--- src/rtl/procyon_core_pkg.sv ---
// Shared core definitions for the Procyon writeback path.
//   - PCYN_* : default widths of the core's result fields
//   - pcyn_cdb_entry_t : one CDB broadcast record {data, addr, tag, redirect}
//   - pcyn_ptr_width() : index width for a power-of-two ring buffer
package procyon_core_pkg;

  localparam int unsigned PCYN_DATA_WIDTH    = 32;
  localparam int unsigned PCYN_ADDR_WIDTH    = 32;
  localparam int unsigned PCYN_ROB_IDX_WIDTH = 5;

  typedef struct packed {
    logic [PCYN_DATA_WIDTH-1:0]    data;
    logic [PCYN_ADDR_WIDTH-1:0]    addr;
    logic [PCYN_ROB_IDX_WIDTH-1:0] tag;
    logic                          redirect;
  } pcyn_cdb_entry_t;

  function automatic int unsigned pcyn_ptr_width(input int unsigned depth);
    return (depth < 2) ? 1 : $clog2(depth);
  endfunction

endpackage

--- src/rtl/procyon_ieu_cdb_fifo.sv ---
// Ring-buffer FIFO holding IEU results waiting for the CDB.
//   clk, n_rst : clock, asynchronous active-low reset
//   i_flush    : discard all entries at the next edge (push/pop ignored)
//   i_push     : write i_wdata at the tail
//   i_pop      : retire the head entry (ignored when empty)
//   o_rdata    : head entry payload
//   o_count    : number of held entries (0..OPTN_DEPTH)
//   o_empty    : no entries held
//   o_full     : all OPTN_DEPTH entries held
module procyon_ieu_cdb_fifo
  import procyon_core_pkg::*;
#(
  parameter int unsigned OPTN_DEPTH = 4,
  parameter int unsigned OPTN_WIDTH = 70
) (
  input  logic                                   clk,
  input  logic                                   n_rst,
  input  logic                                   i_flush,
  input  logic                                   i_push,
  input  logic                                   i_pop,
  input  logic [OPTN_WIDTH-1:0]                  i_wdata,
  output logic [OPTN_WIDTH-1:0]                  o_rdata,
  output logic [pcyn_ptr_width(OPTN_DEPTH):0]    o_count,
  output logic                                   o_empty,
  output logic                                   o_full
);

  localparam int unsigned PTR_W = pcyn_ptr_width(OPTN_DEPTH);
  localparam int unsigned CNT_W = PTR_W + 1;

  logic [OPTN_WIDTH-1:0] mem_q [OPTN_DEPTH];
  logic [PTR_W-1:0]      head_q, head_d;
  logic [PTR_W-1:0]      tail_q, tail_d;
  logic [CNT_W-1:0]      count_q, count_d;
  logic [OPTN_DEPTH-1:0] valid_q, valid_d;
  logic                  push_en, pop_en;

  assign push_en = i_push & ~i_flush;
  assign pop_en  = i_pop & ~i_flush & ~o_empty;

  always_comb begin
    head_d  = head_q;
    tail_d  = tail_q;
    count_d = count_q;
    valid_d = valid_q;
    if (i_flush) begin
      head_d  = '0;
      tail_d  = '0;
      count_d = '0;
      valid_d = '0;
    end else begin
      // Clear before set: when full, push and pop address the same slot.
      if (pop_en) begin
        valid_d[head_q] = 1'b0;
        head_d          = head_q + PTR_W'(1);
      end
      if (push_en) begin
        valid_d[tail_q] = 1'b1;
        tail_d          = tail_q + PTR_W'(1);
      end
      count_d = count_q + CNT_W'(push_en) - CNT_W'(pop_en);
    end
  end

  always_ff @(posedge clk or negedge n_rst) begin
    if (!n_rst) begin
      head_q  <= '0;
      tail_q  <= '0;
      count_q <= '0;
      valid_q <= '0;
    end else begin
      head_q  <= head_d;
      tail_q  <= tail_d;
      count_q <= count_d;
      valid_q <= valid_d;
    end
  end

  // Payload storage carries no reset.
  always_ff @(posedge clk) begin
    if (push_en) mem_q[tail_q] <= i_wdata;
  end

  assign o_rdata = mem_q[head_q];
  assign o_count = count_q;
  assign o_empty = (count_q == '0);
  assign o_full  = (count_q == CNT_W'(OPTN_DEPTH));

  a_no_overflow: assert property (@(posedge clk) disable iff (!n_rst)
    !(push_en && o_full && !pop_en));

  a_valid_tracks_count: assert property (@(posedge clk) disable iff (!n_rst)
    valid_q[head_q] == !o_empty);

endmodule

--- src/rtl/procyon_ieu_cdb_buf.sv ---
// IEU writeback buffer: queues registered IEU results and broadcasts them
// on the CDB in arrival order using a req/gnt handshake.
//   clk, n_rst            : clock, asynchronous active-low reset
//   i_flush               : drop buffered and incoming results
//   i_data/addr/tag/redirect, i_valid : IEU result stream
//   o_full                : stall IEU issue (one skid entry kept free)
//   o_cdb_req, i_cdb_gnt  : CDB request / grant
//   o_cdb_data/addr/tag/redirect : broadcast payload, valid while o_cdb_req
// Build option: define PCYN_IEU_CDB_BYPASS_EN to forward a result straight
// to the CDB in its arrival cycle when the buffer is empty.
module procyon_ieu_cdb_buf
  import procyon_core_pkg::*;
#(
  parameter int unsigned OPTN_DATA_WIDTH    = 32,
  parameter int unsigned OPTN_ADDR_WIDTH    = 32,
  parameter int unsigned OPTN_ROB_IDX_WIDTH = 5,
  parameter int unsigned OPTN_WB_DEPTH      = 4
) (
  input  logic                          clk,
  input  logic                          n_rst,
  input  logic                          i_flush,
  input  logic [OPTN_DATA_WIDTH-1:0]    i_data,
  input  logic [OPTN_ADDR_WIDTH-1:0]    i_addr,
  input  logic [OPTN_ROB_IDX_WIDTH-1:0] i_tag,
  input  logic                          i_redirect,
  input  logic                          i_valid,
  output logic                          o_full,
  output logic                          o_cdb_req,
  input  logic                          i_cdb_gnt,
  output logic [OPTN_DATA_WIDTH-1:0]    o_cdb_data,
  output logic [OPTN_ADDR_WIDTH-1:0]    o_cdb_addr,
  output logic [OPTN_ROB_IDX_WIDTH-1:0] o_cdb_tag,
  output logic                          o_cdb_redirect
);

  localparam int unsigned CNT_W = pcyn_ptr_width(OPTN_WB_DEPTH) + 1;

  // Same field order as pcyn_cdb_entry_t, sized by this instance's options.
  typedef struct packed {
    logic [OPTN_DATA_WIDTH-1:0]    data;
    logic [OPTN_ADDR_WIDTH-1:0]    addr;
    logic [OPTN_ROB_IDX_WIDTH-1:0] tag;
    logic                          redirect;
  } cdb_entry_t;

  localparam int unsigned ENTRY_W = $bits(cdb_entry_t);

  cdb_entry_t       in_entry, head_entry, out_entry;
  logic [CNT_W-1:0] fifo_count;
  logic             fifo_empty, fifo_full;
  logic             byp_req, push, pop;

  assign in_entry = '{data: i_data, addr: i_addr, tag: i_tag, redirect: i_redirect};

`ifdef PCYN_IEU_CDB_BYPASS_EN
  assign byp_req = fifo_empty & i_valid & ~i_flush;
`else
  assign byp_req = 1'b0;
`endif

  always_comb begin
    o_cdb_req = ~fifo_empty | byp_req;
    out_entry = head_entry;
`ifdef PCYN_IEU_CDB_BYPASS_EN
    if (fifo_empty) out_entry = in_entry;
`endif
    // A bypassed result that wins the bus never occupies a slot.
    push   = i_valid & ~i_flush & ~(byp_req & i_cdb_gnt);
    pop    = ~fifo_empty & i_cdb_gnt & ~i_flush;
    o_full = (fifo_count >= CNT_W'(OPTN_WB_DEPTH - 1));
  end

  assign o_cdb_data     = out_entry.data;
  assign o_cdb_addr     = out_entry.addr;
  assign o_cdb_tag      = out_entry.tag;
  assign o_cdb_redirect = out_entry.redirect;

  procyon_ieu_cdb_fifo #(
    .OPTN_DEPTH (OPTN_WB_DEPTH),
    .OPTN_WIDTH (ENTRY_W)
  ) u_fifo (
    .clk     (clk),
    .n_rst   (n_rst),
    .i_flush (i_flush),
    .i_push  (push),
    .i_pop   (pop),
    .i_wdata (in_entry),
    .o_rdata (head_entry),
    .o_count (fifo_count),
    .o_empty (fifo_empty),
    .o_full  (fifo_full)
  );

  a_full_implies_stall: assert property (@(posedge clk) disable iff (!n_rst)
    fifo_full |-> o_full);

endmodule

--- config.mk ---
export PLATFORM = sky130hd
export DESIGN_NAME = procyon_ieu_cdb_buf
export DESIGN_NICKNAME = d
export VERILOG_FILES = /design/src/rtl/procyon_core_pkg.sv /design/src/rtl/procyon_ieu_cdb_fifo.sv /design/src/rtl/procyon_ieu_cdb_buf.sv
export SDC_FILE = /design/constraint.sdc
export NUM_CORES = 1
export LEC_CHECK = 0
export ABC_CLOCK_PERIOD_IN_PS = 3700
export CORE_AREA = 5 5 130 224
export CTS_CLUSTER_SIZE = 30
export DETAILED_ROUTE_END_ITERATION = 10
export DIE_AREA = 0 0 135 229
export PLACE_DENSITY = 0.58
export SYNTH_ARGS = -nofsm -noshare
export SYNTH_HDL_FRONTEND = slang
export SYNTH_SLANG_ARGS = --single-unit
--- constraint.sdc ---
create_clock -name clk -period 3.7 [get_ports clk]
set_input_delay 0.74 -clock clk [delete_from_list [all_inputs] [get_ports clk]]
set_output_delay 0.74 -clock clk [all_outputs]
set_load 0.1 [all_outputs]
Figure 1. Metal layers overlaid.
(2 px per um) Only two layers are drawn.
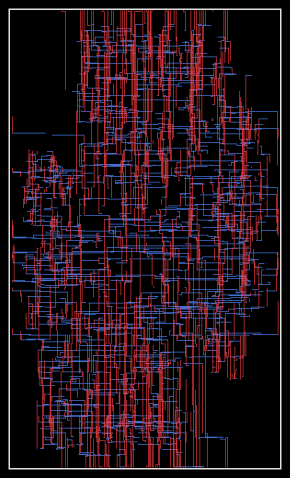
red -> metal 2  # wire length 12,400 um
blue -> metal 1  # wire length 7,730 um

Figure 2. Sequential cells colored by netlist name.
(3 px per um)
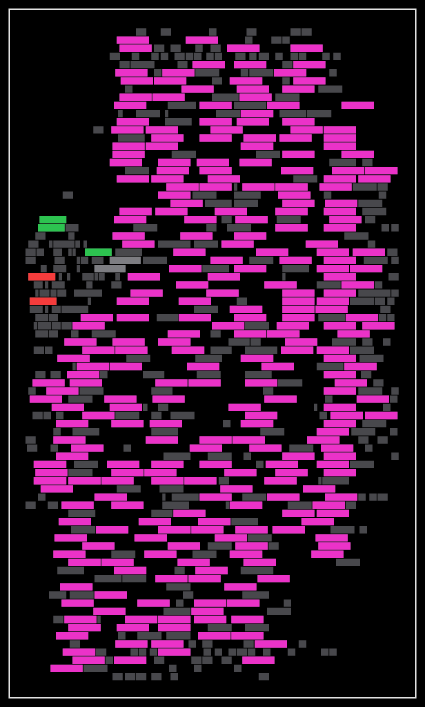
magenta -> u_fifo.mem_q  # flops 280, where widely spread
red -> u_fifo.tail_q  # flops 2
green -> u_fifo.o_count  # flops 3
not colored = 2

Figure 3. Metal 3.
(2 px per um)
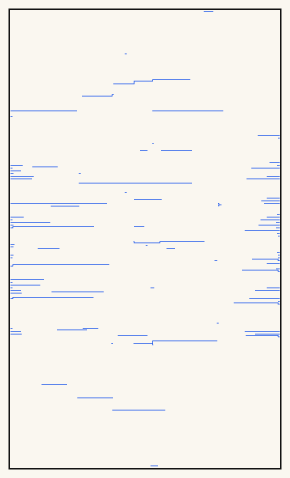
longest straight run = 56.4 um
share of all routed wire = 4.8%
nets with wire on the layer = 75

==> qor.txt <==
Max H-tree Level - 1
largest net degree at the start of global routing - 43
logic depth of the worst register-to-register path - 9
number of cells after detailed placement - 924
Mapped Cells - 413
routed metal-1 wirelength - 7731 um
layout-stage area growth over the synthesis result - 24.90%
vias in the first global route - 5,258
post-route fraction of the period consumed by the critical path - 0.9240
count of placed standard cells in the final layout, fillers left out - 972
outcome - completed
crit-path max FO - 36
Post-Route Utilization - 0.4910
Post-Synth Simple-Gate Area - 0.008096
Critical-path top delay cell - sky130_fd_sc_hd__dfrtp_4
Final ANT Viol Nets - 0
Max VDD drop - 0.0003876 V
clock sink total - 287
Remaining Overflow, GRT - 0
destination of the worst register-to-register timing path - u_fifo.o_count[2]$_DFF_PN0_
met3 usage in global routing - 0.02811
worst setup slack for register-to-register paths - 1.55 ns
Seq share, synth - 0.8049
clock latency of the later-clocked register in the worst-skew pair - 0.52 ns
post-synthesis cell type with the largest combined area - sky130_fd_sc_hd__edfxtp_1
detailed-router iteration count before antenna repair - 4
io pins - 147
Mapped Avg Cell Area - 25.82 sq um
Iter 0 DRT Violations - 196
Final Setup Violations - 0
most area-hungry cell class in the final design - sequential cells
detailed route wirelength on metal2 - 12,440 um
Data required, critical path - 2.96 ns
crit path launch type - flop
slack of the critical path - 0.2812 ns
top logic cell family in the synthesized netlist - multiplexers
final critical delay including setup and external delays - 3.419 ns
Seq cells - 287
Critical Path Start - u_fifo.head_q[0]$_DFFE_PN0P_
Init Core Util - 0.3931
final cell area excluding filler cells - 13,320 sq um
Yosys Instances - 413
Largest cells by area - sky130_fd_sc_hd__edfxtp_1 79%, sky130_fd_sc_hd__mux4_2 15%, sky130_fd_sc_hd__dfrtp_1 1.6%
Slew Limit Headroom - 0.3463
area of the mapped netlist - 10,660 sq um
Core Box Area - 27,130 sq um
number of gates resized after cts - 0
GR peak layer - met2
layout multi-input combinational cell count - 103
worst path cell trace - buf_4 -> mux4_2 -> buf_4
routed wire length per instance - 22.42 um
count of maximum capacitance violations - 0
multi-input gate area in the final layout - 1873 sq um
fraction of layout cells with a size suffix above 1 - 0.3333
Inverters - 6
number of different library cells in the post-synthesis netlist - 23
Clk pin slew, worst setup/hold paths - 0.06 ns
synthesized-area fraction occupied by adder cells - 0.01009
remaining routing DRC violations - 0
number of buffers between clock root and the deepest sink - 3
total cell area reported by yosys after synthesis - 10,660 sq um
Vert. Die Dim - 229 um
Dominant cell area share - 0.7885
total length of routed met3 wires - 1050 um
overall fraction of global-route tracks in use - 0.1426
Pwr per Cell Area - 701.2 nW/um^2
register fraction of the total cell area - 0.6450
die boundary width - 135 um
clock tree from TritonCTS - yes
Max Clk Rate - 292.5 MHz
number of OpenROAD warnings - 29
met1 demand-to-capacity share in global routing - 0.1598
RePlAce Congestion - 0.7423
clk tree area frac - 0.06867
Post-Route Hold Slack - 0.4869 ns
vias after detailed routing - 4,725
critical path endpoint - o_cdb_addr[17]
most frequent cell on the critical path - sky130_fd_sc_hd__buf_4
TNS Setup - 0 ns
area share of buffers outside the clock network - 0.1093
final number of hold-violating endpoints - 0
arrival time of the worst setup path - 2.68 ns
sum of routed wire length over all layers - 21,790 um
die area - 30,920 sq um
buffer cell driving the clock tree root - sky130_fd_sc_hd__clkbuf_16
number of pins with negative max-slew slack in the final report - 0
Seq cells post-synth - 287
Leak Pwr - 0.004320 uW
combinational fraction of the cell area - 0.1406
-- flip-flops by register name, summed over array words and instances (netlist names) --
register and flops:
u_fifo.head_q 2, u_fifo.mem_q 280, u_fifo.o_count 3, u_fifo.tail_q 2
-- cells in the final DEF, fill, tap and decap left out, types with 2 or more instances in the layout --
cell / instances
sky130_fd_sc_hd__and2_4: 4
sky130_fd_sc_hd__buf_12: 6
sky130_fd_sc_hd__buf_4: 78
sky130_fd_sc_hd__bufinv_16: 5
sky130_fd_sc_hd__clkbuf_1: 6
sky130_fd_sc_hd__clkbuf_16: 27
sky130_fd_sc_hd__clkdlybuf4s50_1: 75
sky130_fd_sc_hd__clkinv_1: 3
sky130_fd_sc_hd__clkinv_2: 3
sky130_fd_sc_hd__clkinvlp_4: 2
sky130_fd_sc_hd__dfrtp_1: 5
sky130_fd_sc_hd__dfrtp_4: 2
sky130_fd_sc_hd__edfxtp_1: 280
sky130_fd_sc_hd__ha_1: 7
sky130_fd_sc_hd__inv_1: 6
sky130_fd_sc_hd__mux2_2: 2
sky130_fd_sc_hd__mux4_2: 69
sky130_fd_sc_hd__nor2_1: 7
sky130_fd_sc_hd__nor2b_1: 4
-- cells in the mapped netlist (all sizes together) (2+ instances only) --
cell,instances
dfrtp,7
inv,6
nor2,7
buf,16
mux4,70
nor2b,4
edfxtp,280
and2,4
mux2,2
ha,7
-- critical path: cells and delay by family (launching register included) --
| kind | cells | cell delay, ns |
|---|---|---|
| DFF | 1 | 0.94 |
| buffers and inverters | 2 | 0.65 |
| muxes | 1 | 0.55 |
-- power by group --
group          internal (uW)  switching, uW  leakage [uW]
Clock                   1700           1120      0.000439
Sequential              3680            132       0.00263
Combinational            739           1970       0.00125
Total                   6110           3230       0.00432
Power and IR drop assume default switching activity.
